run_1/clock_wires.png
Scale bar: 20 µm.
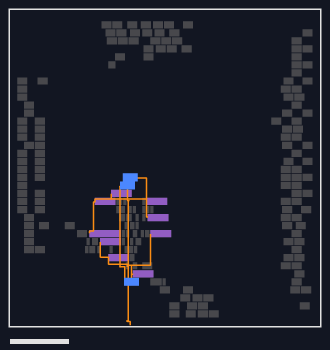
run_1/placed.png
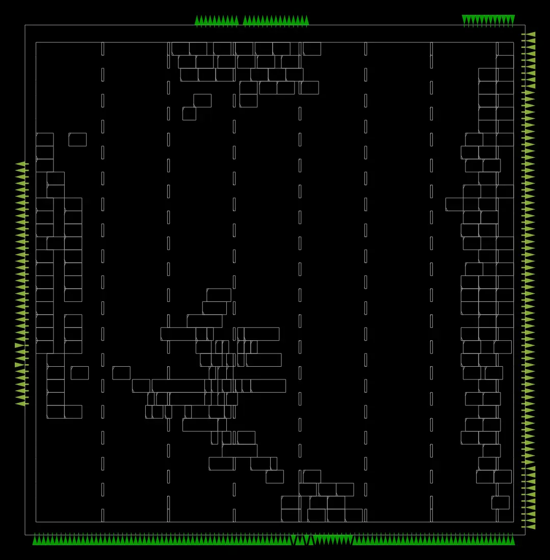
run_1/gates.png
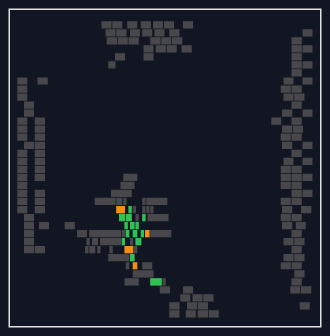
run_1/class_map.png
Scale bar: 20 µm.
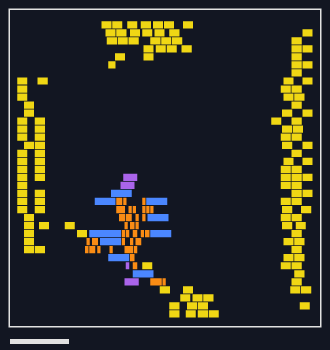
## src/rtl/axis_bit_spread_pkg.sv

```systemverilog
// ---------------------------------------------------------------------------
// axis_bit_spread_pkg
// Shared spreading-code table and sizing helper for the direct-sequence
// spreader. The code table is the one the bit correlator indexes, so a
// transmitter and a correlator built with the same CODE_NUM use the same
// chip sequence.
//   CORRELATORS  number of codes in the table
//   CORR_LENGTH  chips per code
//   CODE_TABLE   packed table; entry k is CODE_TABLE[k], chip c is bit c
//   cnt_width()  counter width for a 0..n-1 counter (never below 1 bit)
// ---------------------------------------------------------------------------
package axis_bit_spread_pkg;

  localparam int CORRELATORS = 2;
  localparam int CORR_LENGTH = 16;

  // Entry 0 sits in the LSBs of the packed table.
  localparam logic [CORRELATORS-1:0][CORR_LENGTH-1:0] CODE_TABLE = {
    16'h3C5A,
    16'hA5C3
  };

  function automatic int cnt_width(input int n);
    return (n > 1) ? $clog2(n) : 1;
  endfunction

endpackage

```

## src/rtl/axis_bit_spread_if.sv

```systemverilog
// ---------------------------------------------------------------------------
// axis_bit_spread_if
// Minimal AXI-stream bundle used for both sides of axis_bit_spread.
//   DATA_W   width of tdata
//   tvalid   beat valid (master -> slave)
//   tready   beat accept (slave -> master)
//   tdata    payload (master -> slave)
//   tlast    end of symbol, present only when AXIS_BIT_SPREAD_TLAST_EN
//            is defined
// Modports: master (drives tvalid/tdata/tlast), slave (drives tready).
// ---------------------------------------------------------------------------
interface axis_bit_spread_if #(
  parameter int DATA_W = 128
);

  logic              tvalid;
  logic              tready;
  logic [DATA_W-1:0] tdata;
`ifdef AXIS_BIT_SPREAD_TLAST_EN
  logic              tlast;
`endif

  modport master (
    output tvalid,
    output tdata,
`ifdef AXIS_BIT_SPREAD_TLAST_EN
    output tlast,
`endif
    input  tready
  );

  modport slave (
    input  tvalid,
    input  tdata,
`ifdef AXIS_BIT_SPREAD_TLAST_EN
    input  tlast,
`endif
    output tready
  );

endinterface

```

## src/rtl/axis_bit_spread_counter.sv

```systemverilog
// ---------------------------------------------------------------------------
// axis_bit_spread_counter
// Wrapping up-counter LOWER..UPPER with synchronous clear.
//   clk    core clock
//   rst    synchronous active-high reset (count <= LOWER)
//   clr    load LOWER; wins over en
//   en     advance by one, wrapping from UPPER back to LOWER
//   count  current value
// ---------------------------------------------------------------------------
module axis_bit_spread_counter #(
  parameter int LOWER = 0,
  parameter int UPPER = 3,
  parameter int W     = 2
) (
  input  logic         clk,
  input  logic         rst,
  input  logic         clr,
  input  logic         en,
  output logic [W-1:0] count
);

  always_ff @(posedge clk) begin
    if (rst || clr) begin
      count <= W'(LOWER);
    end else if (en) begin
      count <= (count == W'(UPPER)) ? W'(LOWER) : count + 1'b1;
    end
  end

endmodule

```

## src/rtl/axis_bit_spread.sv

```systemverilog
// ---------------------------------------------------------------------------
// axis_bit_spread
// Direct-sequence spreader. Each accepted symbol bit is expanded into the
// +/-AMPLITUDE chip sequence of code CODE_NUM, emitted NUM_PARALLEL chips per
// beat. Chip c = b*NUM_PARALLEL + n goes to lane n of beat b, lane n at
// tdata[n*SAMPLE_WIDTH +: SAMPLE_WIDTH]; chip 0 leaves first in the LSBs.
// Symbol 1 sends the code as-is, symbol 0 sends it inverted.
//
// Ports:
//   clk     core clock
//   rst     synchronous active-high reset
//   s_axis  slave stream, 1-bit symbol (tdata[0])
//   m_axis  master stream, MASTER_WIDTH chip beats, registered
//           (tlast marks the final beat of each symbol when the macro
//           AXIS_BIT_SPREAD_TLAST_EN is defined)
//
// Parameters:
//   NUM_PARALLEL  chips per beat (power of two, divides CORR_LENGTH)
//   MASTER_WIDTH  output width; SAMPLE_WIDTH = MASTER_WIDTH/NUM_PARALLEL
//   AMPLITUDE     chip magnitude, 1 .. 2^(SAMPLE_WIDTH-1)-1
//   CODE_NUM      code table entry
// ---------------------------------------------------------------------------
module axis_bit_spread
  import axis_bit_spread_pkg::*;
#(
  parameter int NUM_PARALLEL = 8,
  parameter int MASTER_WIDTH = 128,
  parameter int AMPLITUDE    = 1,
  parameter int CODE_NUM     = 0
) (
  input  logic clk,
  input  logic rst,
  axis_bit_spread_if.slave  s_axis,
  axis_bit_spread_if.master m_axis
);

  localparam int SAMPLE_WIDTH = MASTER_WIDTH / NUM_PARALLEL;
  localparam int NUM_BEATS    = CORR_LENGTH / NUM_PARALLEL;
  localparam int CNT_W        = cnt_width(NUM_BEATS);

  if ((CORR_LENGTH % NUM_PARALLEL) != 0) begin : g_err_len
    $error("axis_bit_spread: CORR_LENGTH must be a multiple of NUM_PARALLEL");
  end
  if ((NUM_PARALLEL < 1) || ((NUM_PARALLEL & (NUM_PARALLEL - 1)) != 0)) begin : g_err_np
    $error("axis_bit_spread: NUM_PARALLEL must be a power of two");
  end
  if ((MASTER_WIDTH % NUM_PARALLEL) != 0) begin : g_err_mw
    $error("axis_bit_spread: MASTER_WIDTH must be a multiple of NUM_PARALLEL");
  end
  if ((AMPLITUDE < 1) || (AMPLITUDE >= (2 ** (SAMPLE_WIDTH - 1)))) begin : g_err_amp
    $error("axis_bit_spread: AMPLITUDE out of range for SAMPLE_WIDTH");
  end
  if ((CODE_NUM < 0) || (CODE_NUM >= CORRELATORS)) begin : g_err_code
    $error("axis_bit_spread: CODE_NUM outside the code table");
  end

  // The code reshaped as [beat][lane] so the beat counter selects a row.
  localparam logic [NUM_BEATS-1:0][NUM_PARALLEL-1:0] CODE_BEATS = CODE_TABLE[CODE_NUM];

  localparam logic signed [SAMPLE_WIDTH-1:0] AMP_POS = SAMPLE_WIDTH'(AMPLITUDE);
  localparam logic signed [SAMPLE_WIDTH-1:0] AMP_NEG = -AMP_POS;

  function automatic logic signed [SAMPLE_WIDTH-1:0] chip_value(input logic match);
    return match ? AMP_POS : AMP_NEG;
  endfunction

  logic                    busy;
  logic                    sym_reg;
  logic [CNT_W-1:0]        beat_cnt;
  logic                    adv;
  logic                    last_beat;
  logic                    step;
  logic                    sym_hs;
  logic                    s_ready;
  logic [MASTER_WIDTH-1:0] beat_data;

  logic                    vld_p0;
  logic [MASTER_WIDTH-1:0] data_p0;
`ifdef AXIS_BIT_SPREAD_TLAST_EN
  logic                    last_p0;
`endif

  assign adv       = ~vld_p0 | m_axis.tready;
  assign last_beat = (beat_cnt == CNT_W'(NUM_BEATS - 1));
  assign step      = busy & adv;
  // Idle, or about to push the final beat of the current symbol: the next
  // symbol is taken in that same cycle so symbols stream with no bubble.
  assign s_ready   = ~busy | (busy & adv & last_beat);
  assign sym_hs    = s_axis.tvalid & s_ready;

  assign s_axis.tready = s_ready;

  axis_bit_spread_counter #(
    .LOWER (0),
    .UPPER (NUM_BEATS - 1),
    .W     (CNT_W)
  ) u_beat_cnt (
    .clk   (clk),
    .rst   (rst),
    .clr   (sym_hs),
    .en    (step),
    .count (beat_cnt)
  );

  // Chip generation: chip matches the symbol -> +A, otherwise -A.
  for (genvar n = 0; n < NUM_PARALLEL; n++) begin : g_lane
    assign beat_data[n*SAMPLE_WIDTH +: SAMPLE_WIDTH] =
      chip_value(CODE_BEATS[beat_cnt][n] ~^ sym_reg);
  end

  always_ff @(posedge clk) begin
    if (sym_hs) begin
      sym_reg <= s_axis.tdata[0];
    end
  end

  // Stage p0: output register; holds while the sink stalls.
  always_ff @(posedge clk) begin
    if (rst) begin
      busy    <= 1'b0;
      vld_p0  <= 1'b0;
      data_p0 <= '0;
`ifdef AXIS_BIT_SPREAD_TLAST_EN
      last_p0 <= 1'b0;
`endif
    end else begin
      if (step) begin
        vld_p0  <= 1'b1;
        data_p0 <= beat_data;
`ifdef AXIS_BIT_SPREAD_TLAST_EN
        last_p0 <= last_beat;
`endif
        if (last_beat) begin
          busy <= 1'b0;
        end
      end else if (adv) begin
        vld_p0 <= 1'b0;
      end
      // A new symbol overrides the end-of-symbol clear above.
      if (sym_hs) begin
        busy <= 1'b1;
      end
    end
  end

  assign m_axis.tvalid = vld_p0;
  assign m_axis.tdata  = data_p0;
`ifdef AXIS_BIT_SPREAD_TLAST_EN
  assign m_axis.tlast  = last_p0;
`endif

endmodule
```

## src/flat_wrapper.sv

```systemverilog
// flat-port wrapper written by rule: the top's interface ports become plain ports
module axis_bit_spread_flat import axis_bit_spread_pkg::*;
#(
  parameter int NUM_PARALLEL = 8,
  parameter int MASTER_WIDTH = 128,
  parameter int AMPLITUDE    = 1,
  parameter int CODE_NUM     = 0
)
  (clk, rst, s_axis_tvalid, s_axis_tdata, s_axis_tready, m_axis_tvalid, m_axis_tdata, m_axis_tready);
  axis_bit_spread_if s_axis_i ();
  axis_bit_spread_if m_axis_i ();
  input  logic clk;
  input  logic rst;
  input wire logic [$bits(s_axis_i.tvalid)-1:0] s_axis_tvalid;
  input wire logic [$bits(s_axis_i.tdata)-1:0] s_axis_tdata;
  output wire logic [$bits(s_axis_i.tready)-1:0] s_axis_tready;
  output wire logic [$bits(m_axis_i.tvalid)-1:0] m_axis_tvalid;
  output wire logic [$bits(m_axis_i.tdata)-1:0] m_axis_tdata;
  input wire logic [$bits(m_axis_i.tready)-1:0] m_axis_tready;
  assign s_axis_i.tvalid = s_axis_tvalid;
  assign s_axis_i.tdata = s_axis_tdata;
  assign s_axis_tready = s_axis_i.tready;
  assign m_axis_tvalid = m_axis_i.tvalid;
  assign m_axis_tdata = m_axis_i.tdata;
  assign m_axis_i.tready = m_axis_tready;
  axis_bit_spread #(.NUM_PARALLEL(NUM_PARALLEL), .MASTER_WIDTH(MASTER_WIDTH), .AMPLITUDE(AMPLITUDE), .CODE_NUM(CODE_NUM)) u_core (.clk(clk), .rst(rst), .s_axis(s_axis_i), .m_axis(m_axis_i));
endmodule
```

## config.mk

```make
export PLATFORM = sky130hd
export DESIGN_NAME = axis_bit_spread_flat
export DESIGN_NICKNAME = d
export VERILOG_FILES = /design/src/rtl/axis_bit_spread_pkg.sv /design/src/rtl/axis_bit_spread_if.sv /design/src/rtl/axis_bit_spread_counter.sv /design/src/rtl/axis_bit_spread.sv /design/src/flat_wrapper.sv
export SDC_FILE = /design/constraint.sdc
export NUM_CORES = 1
export LEC_CHECK = 0
export ABC_AREA = 1
export CORE_AREA = 2 2 103 105
export CTS_BUF_LIST = sky130_fd_sc_hd__clkbuf_8
export DETAILED_ROUTE_END_ITERATION = 6
export DIE_AREA = 0 0 105 107
export GPL_ROUTABILITY_DRIVEN = 0
export HOLD_SLACK_MARGIN = 0.08
export PLACE_DENSITY = 0.65
export SETUP_SLACK_MARGIN = 0.05
export SLEW_MARGIN = 20
export SYNTH_ARGS = -nofsm -noshare
export SYNTH_HDL_FRONTEND = slang
export SYNTH_SLANG_ARGS = --single-unit
```

## constraint.sdc

```tcl
create_clock -name clk -period 3.3 [get_ports clk]
set_input_delay 0.66 -clock clk [delete_from_list [all_inputs] [get_ports clk]]
set_output_delay 0.66 -clock clk [all_outputs]
set_load 0.01 [all_outputs]
```

==> impl_metrics.toml, run 1 <==
# flow metrics
[status]
status = "complete, no violations"

[global_routing]
grt_pass1_wl_um = 3550
grt_pass1_vias = 731
grt_usage = 0.0390
antenna_found_initial = 0

[die]
initCoreUtil = 0.128
die_h_um = 107

[detailed_routing]
antenna_left = 0
drtIter0Drc = 18

[synth]
mux_area_frac = 0
avgSynthCellArea_um2 = 7.66
synthDistinctLibCells = 13
ys_chip_area_um2 = 1290
synth.top_cell.area_share = 0.717

[sta]
max_slew_margin = 0.425
whs_ps = 520
max_freq_mhz = 382
finClkSkew_ps = 2.38

[critical_path]
cp.buffers_inverters = 4
slowest_stage = "clkdlybuf4s50_1"
crit_cells = 6
endpoint = "s_axis_tready"

[placement]
pre_cts_ws_ps = 677
hpwl_um = 2030

[pwr]
vdd_drop_max_v = 0.000126

[cts]
cts_buffers = 3
cts_buffer_depth = 2
cts.sinks = 9

[finish]
areaGrowthSynthToFinish_pct = 49.8
final-comb-area_um2 = 144
lay_top_count = "clkdlybuf4s50_1"
n_antenna_cell = 0
fillCellCount = 1164
comb_cells = 28
clk_share = 0.0234

[worst_hold_path]
whs_endpoint = "u_core.m_axis.tvalid$_SDFFE_PP0P_"
Notes on clock_wires.png above:
Blue shows clock-net drivers, count 3. Orange shows clock wires, length 188 µm. Purple shows flip-flops, count 9.
There are 4 routed clock nets.

Notes on placed.png above:
row count: 37
fin cells: 320
fin util: 0.191
flop share of the area: 0.0986

Notes on gates.png above:
Orange shows aoi and oai cells, cells 4, where south. Green shows nand cells, cells 14.

Notes on class_map.png above:
Purple shows clock drivers and dummy loads, cells 4. Orange shows remaining logic cells, cells 36. Blue shows registers, cells 9. Yellow shows remaining buffers and delay cells, cells 135.

run 1: power by group:
| group | switching (mW) | total [mW] | internal [mW] | leakage, nW |
|---|---|---|---|---|
| clock network | 0.0452 | 0.126 | 0.0811 | 0.0269 |
| registers | 0.0262 | 0.146 | 0.119 | 0.0757 |
| logic | 0.124 | 0.326 | 0.202 | 0.578 |
run 1: metal layers:
| metal | wire, µm | track usage |
|---|---|---|
| met5 | 0 | 0 |
| met2 | 996 | 0.0617 |
| met4 | 68 | 0.0314 |
| met3 | 467 | 0.0140 |
| met1 | 1080 | 0.0421 |
run 1: worst reg2reg max path: stages (launching register included):
cell and delay [ps]:
dfxtp_1 860, nand2_1 160, a21oi_2 160
==> inputs of run 2 (changes only) <==
--- a/config.mk
+++ b/config.mk
@@ -6,13 +6,13 @@
 export NUM_CORES = 1
 export LEC_CHECK = 0
 export ABC_AREA = 1
-export CORE_AREA = 2 2 103 105
+export CORE_AREA = 2 2 101 103
 export CTS_BUF_LIST = sky130_fd_sc_hd__clkbuf_8
 export DETAILED_ROUTE_END_ITERATION = 6
-export DIE_AREA = 0 0 105 107
+export DIE_AREA = 0 0 103 105
 export GPL_ROUTABILITY_DRIVEN = 0
 export HOLD_SLACK_MARGIN = 0.08
-export PLACE_DENSITY = 0.65
+export PLACE_DENSITY = 0.7
 export SETUP_SLACK_MARGIN = 0.05
 export SLEW_MARGIN = 20
 export SYNTH_ARGS = -nofsm -noshare
==> constraint.sdc (replaced) <==
create_clock -name clk -period 2.4 [get_ports clk]
set_input_delay 0.48 -clock clk [delete_from_list [all_inputs] [get_ports clk]]
set_output_delay 0.48 -clock clk [all_outputs]
set_load 0.01 [all_outputs]
run_2/placed.png
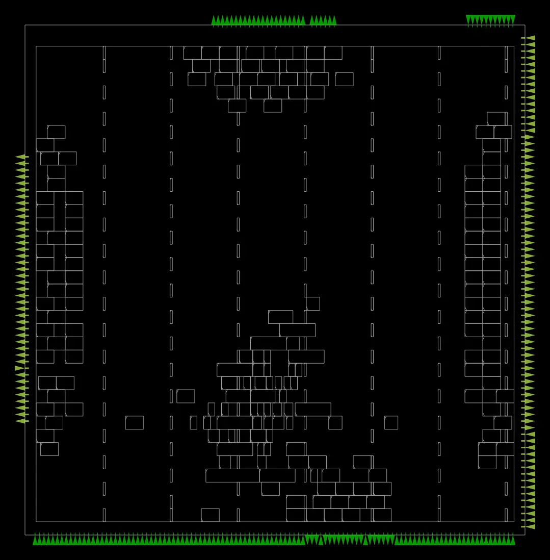
fin util: 0.203
Placeable Area: 9640 µm²
inserted tap cell count: 133
flop share of the area: 0.0973

run_2/gates.png
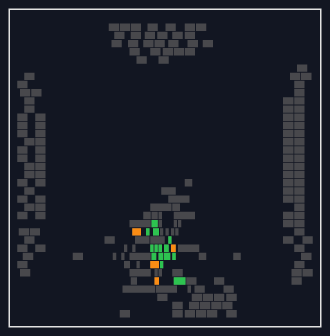
Orange shows aoi and oai cells, cells 4, where south. Green shows nand cells, cells 14, where south.

==> impl_metrics.toml, run 2 <==
# flow metrics
[status]
status = "complete, no violations"

[critical_path]
crit_cells = 6
cp.buffers_inverters = 4
slowest_stage = "clkdlybuf4s50_1"

[finish]
comb_cells = 28
fillCellCount = 1104
clk_share = 0.0230
final-comb-area_um2 = 144
final_cells = 321
areaGrowthSynthToFinish_pct = 51.8
lay_top_count = "clkdlybuf4s50_1"
n_antenna_cell = 0

[synth]
synthDistinctLibCells = 13
avgSynthCellArea_um2 = 7.66
synth.top_cell.area_share = 0.717
mux_area_frac = 0
ys_chip_area_um2 = 1290

[global_routing]
met3_usage = 0.00803
grt_max_degree = 32
grt_usage = 0.0392
use_met2 = 0.0719
grt_pass1_vias = 760
antenna_found_initial = 0
grt_pass1_wl_um = 3440
busiest_layer = "met2"

[detailed_routing]
antenna_left = 0
met3WireLength_um = 410
m1WireLength_um = 1050
routed.top_layer = "met4"
met2_length_um = 1140

[pwr]
switching_share = 0.322
pwr-share-seq = 0.211
pg_clk_uw = 170
p_sw_uw = 266
power-top-group = "combinational cells"
p_clk_frac = 0.206
p_int_uw = 559
sequentialPower_uw = 174
comb_cell_power_uw = 482

[die]
rows = 36
die_h_um = 105
initCoreUtil = 0.134

[cts]
cts_buffers = 3
cts.sinks = 9

[placement]
pre_cts_ws_ps = 139
hpwl_um = 2050

[sta]
finClkSkew_ps = 0.777
whs_ps = 495
==> run 2: cell counts after synthesis <==
Identical to the previous run, type by type.
==> run 2: path summary, 6_finish.rpt <==
kind | slack [ps] | startpoint | end
worst max register to register | 1460 | u_core.m_axis.tvalid$_SDFFE_PP0P_ | u_core.sym_reg$_DFFE_PP_
worst max-delay path | 140 | m_axis_tready | s_axis_tready
worst min register to register | 490 | u_core.m_axis.tdata[79]$_SDFFE_PP0P_ | u_core.m_axis.tdata[79]$_SDFFE_PP0P_
worst min-delay path | 490 | u_core.m_axis.tdata[79]$_SDFFE_PP0P_ | u_core.m_axis.tdata[79]$_SDFFE_PP0P_
==> run 2: cells by family after synthesis <==
group | after synthesis
and+or+nand+nor | 24
buffers and inverters | 131
AOI/OAI and AO/OA | 4
DFF | 9
==> inputs of run 3 (changes only) <==
--- a/config.mk
+++ b/config.mk
@@ -6,13 +6,13 @@
 export NUM_CORES = 1
 export LEC_CHECK = 0
 export ABC_AREA = 1
-export CORE_AREA = 2 2 101 103
+export CORE_AREA = 2 2 103 105
 export CTS_BUF_LIST = sky130_fd_sc_hd__clkbuf_8
 export DETAILED_ROUTE_END_ITERATION = 6
-export DIE_AREA = 0 0 103 105
+export DIE_AREA = 0 0 105 107
 export GPL_ROUTABILITY_DRIVEN = 0
-export HOLD_SLACK_MARGIN = 0.08
-export PLACE_DENSITY = 0.7
+export HOLD_SLACK_MARGIN = 0.12
+export PLACE_DENSITY = 0.65
 export SETUP_SLACK_MARGIN = 0.05
 export SLEW_MARGIN = 20
 export SYNTH_ARGS = -nofsm -noshare
==> constraint.sdc (replaced) <==
create_clock -name clk -period 2.6 [get_ports clk]
set_input_delay 0.52 -clock clk [delete_from_list [all_inputs] [get_ports clk]]
set_output_delay 0.52 -clock clk [all_outputs]
set_load 0.01 [all_outputs]
run_3/m2.png
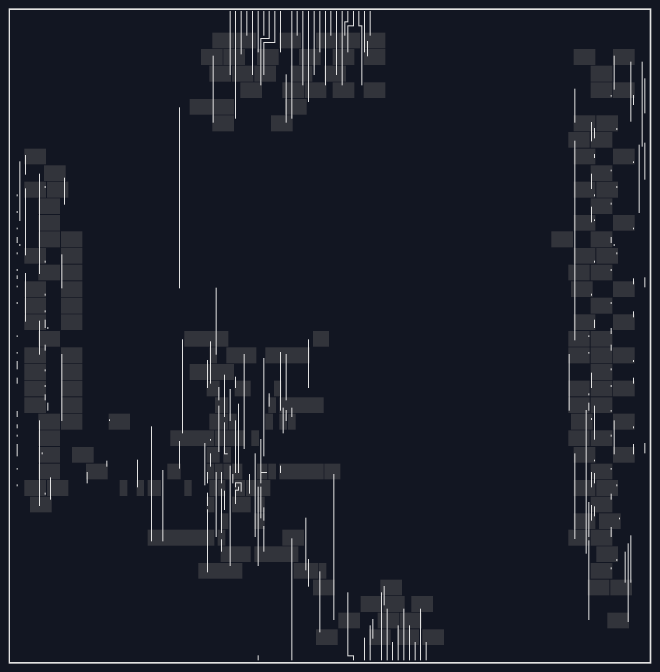
181 nets have wire on it. The layer holds 40% of the routed length. The wires run mostly vertical.

run_3/clock_wires.png
Scale bar: 20 µm.
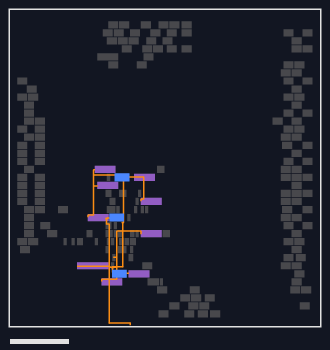
Orange shows clock wires, length 181 µm. Purple shows flip-flops, count 9. Blue shows clock-net drivers, count 3.
There are 4 routed clock nets.

==> impl_metrics.toml, run 3 <==
# flow metrics
[status]
status = "complete, no violations"

[critical_path]
worstReg2RegStart = "u_core.m_axis.tvalid$_SDFFE_PP0P_"
cp.buffers_inverters = 4
r2r-end = "u_core.sym_reg$_DFFE_PP_"

[die]
initCoreUtil = 0.128
core_um2 = 10100
tap-cell-count = 136
rows = 37
die_h_um = 107

[global_routing]
grt_pass1_vias = 803
busiest_layer = "met2"
grt_usage = 0.0430
grt_max_degree = 32
grt_pass1_wl_um = 3930
use_met2 = 0.0710

[sta]
finClkSkew_ps = 2.54
whs_ps = 467

[worst_hold_path]
hp-start = "u_core.m_axis.tdata[121]$_SDFFE_PP0P_"
whs_endpoint = "u_core.m_axis.tdata[121]$_SDFFE_PP0P_"

[finish]
lay_top_count = "clkdlybuf4s50_1"
areaGrowthSynthToFinish_pct = 52.5
final_cells = 323
comb_cells = 28
fillCellCount = 1171
fin_util = 0.195
final-comb-area_um2 = 144
n_antenna_cell = 0
sh_seq_area = 0.0969

[pwr]
p_clk_frac = 0.208
pg_clk_uw = 160
pwr-share-seq = 0.214
p_int_uw = 519
p_sw_uw = 250

[cts]
cts_buffers = 3

[placement]
hpwl_um = 2110
pre_cts_ws_ps = 255

[synth]
ys_chip_area_um2 = 1290
synthDistinctLibCells = 13
avgSynthCellArea_um2 = 7.66

[detailed_routing]
met3WireLength_um = 443
met2_length_um = 1080
m1WireLength_um = 1120
==> run 3: cell types whose count changed in the layout (fill, tap and decap cells not counted) <==
cell	change
buf_12	+1
buf_4	-2
==> run 3: worst max-delay path by stage <==
| stage | slack [ps] | cells after the start | start | endpoint |
|---|---|---|---|---|
| 2_1_floorplan | 1020 | 1 | u_core.m_axis.tdata[111]$_SDFFE_PP0P_ | m_axis_tdata[100] |
| 3_3_place_gp | 250 | 6 | m_axis_tready | s_axis_tready |
| 3_5_place_dp | 250 | 6 | m_axis_tready | s_axis_tready |
| 4_1_cts | 240 | 6 | m_axis_tready | s_axis_tready |
| 5_1_grt | 170 | 6 | m_axis_tready | s_axis_tready |
| 6_report | 260 | 6 | m_axis_tready | s_axis_tready |
Power is estimated from default activity; no workload was simulated.
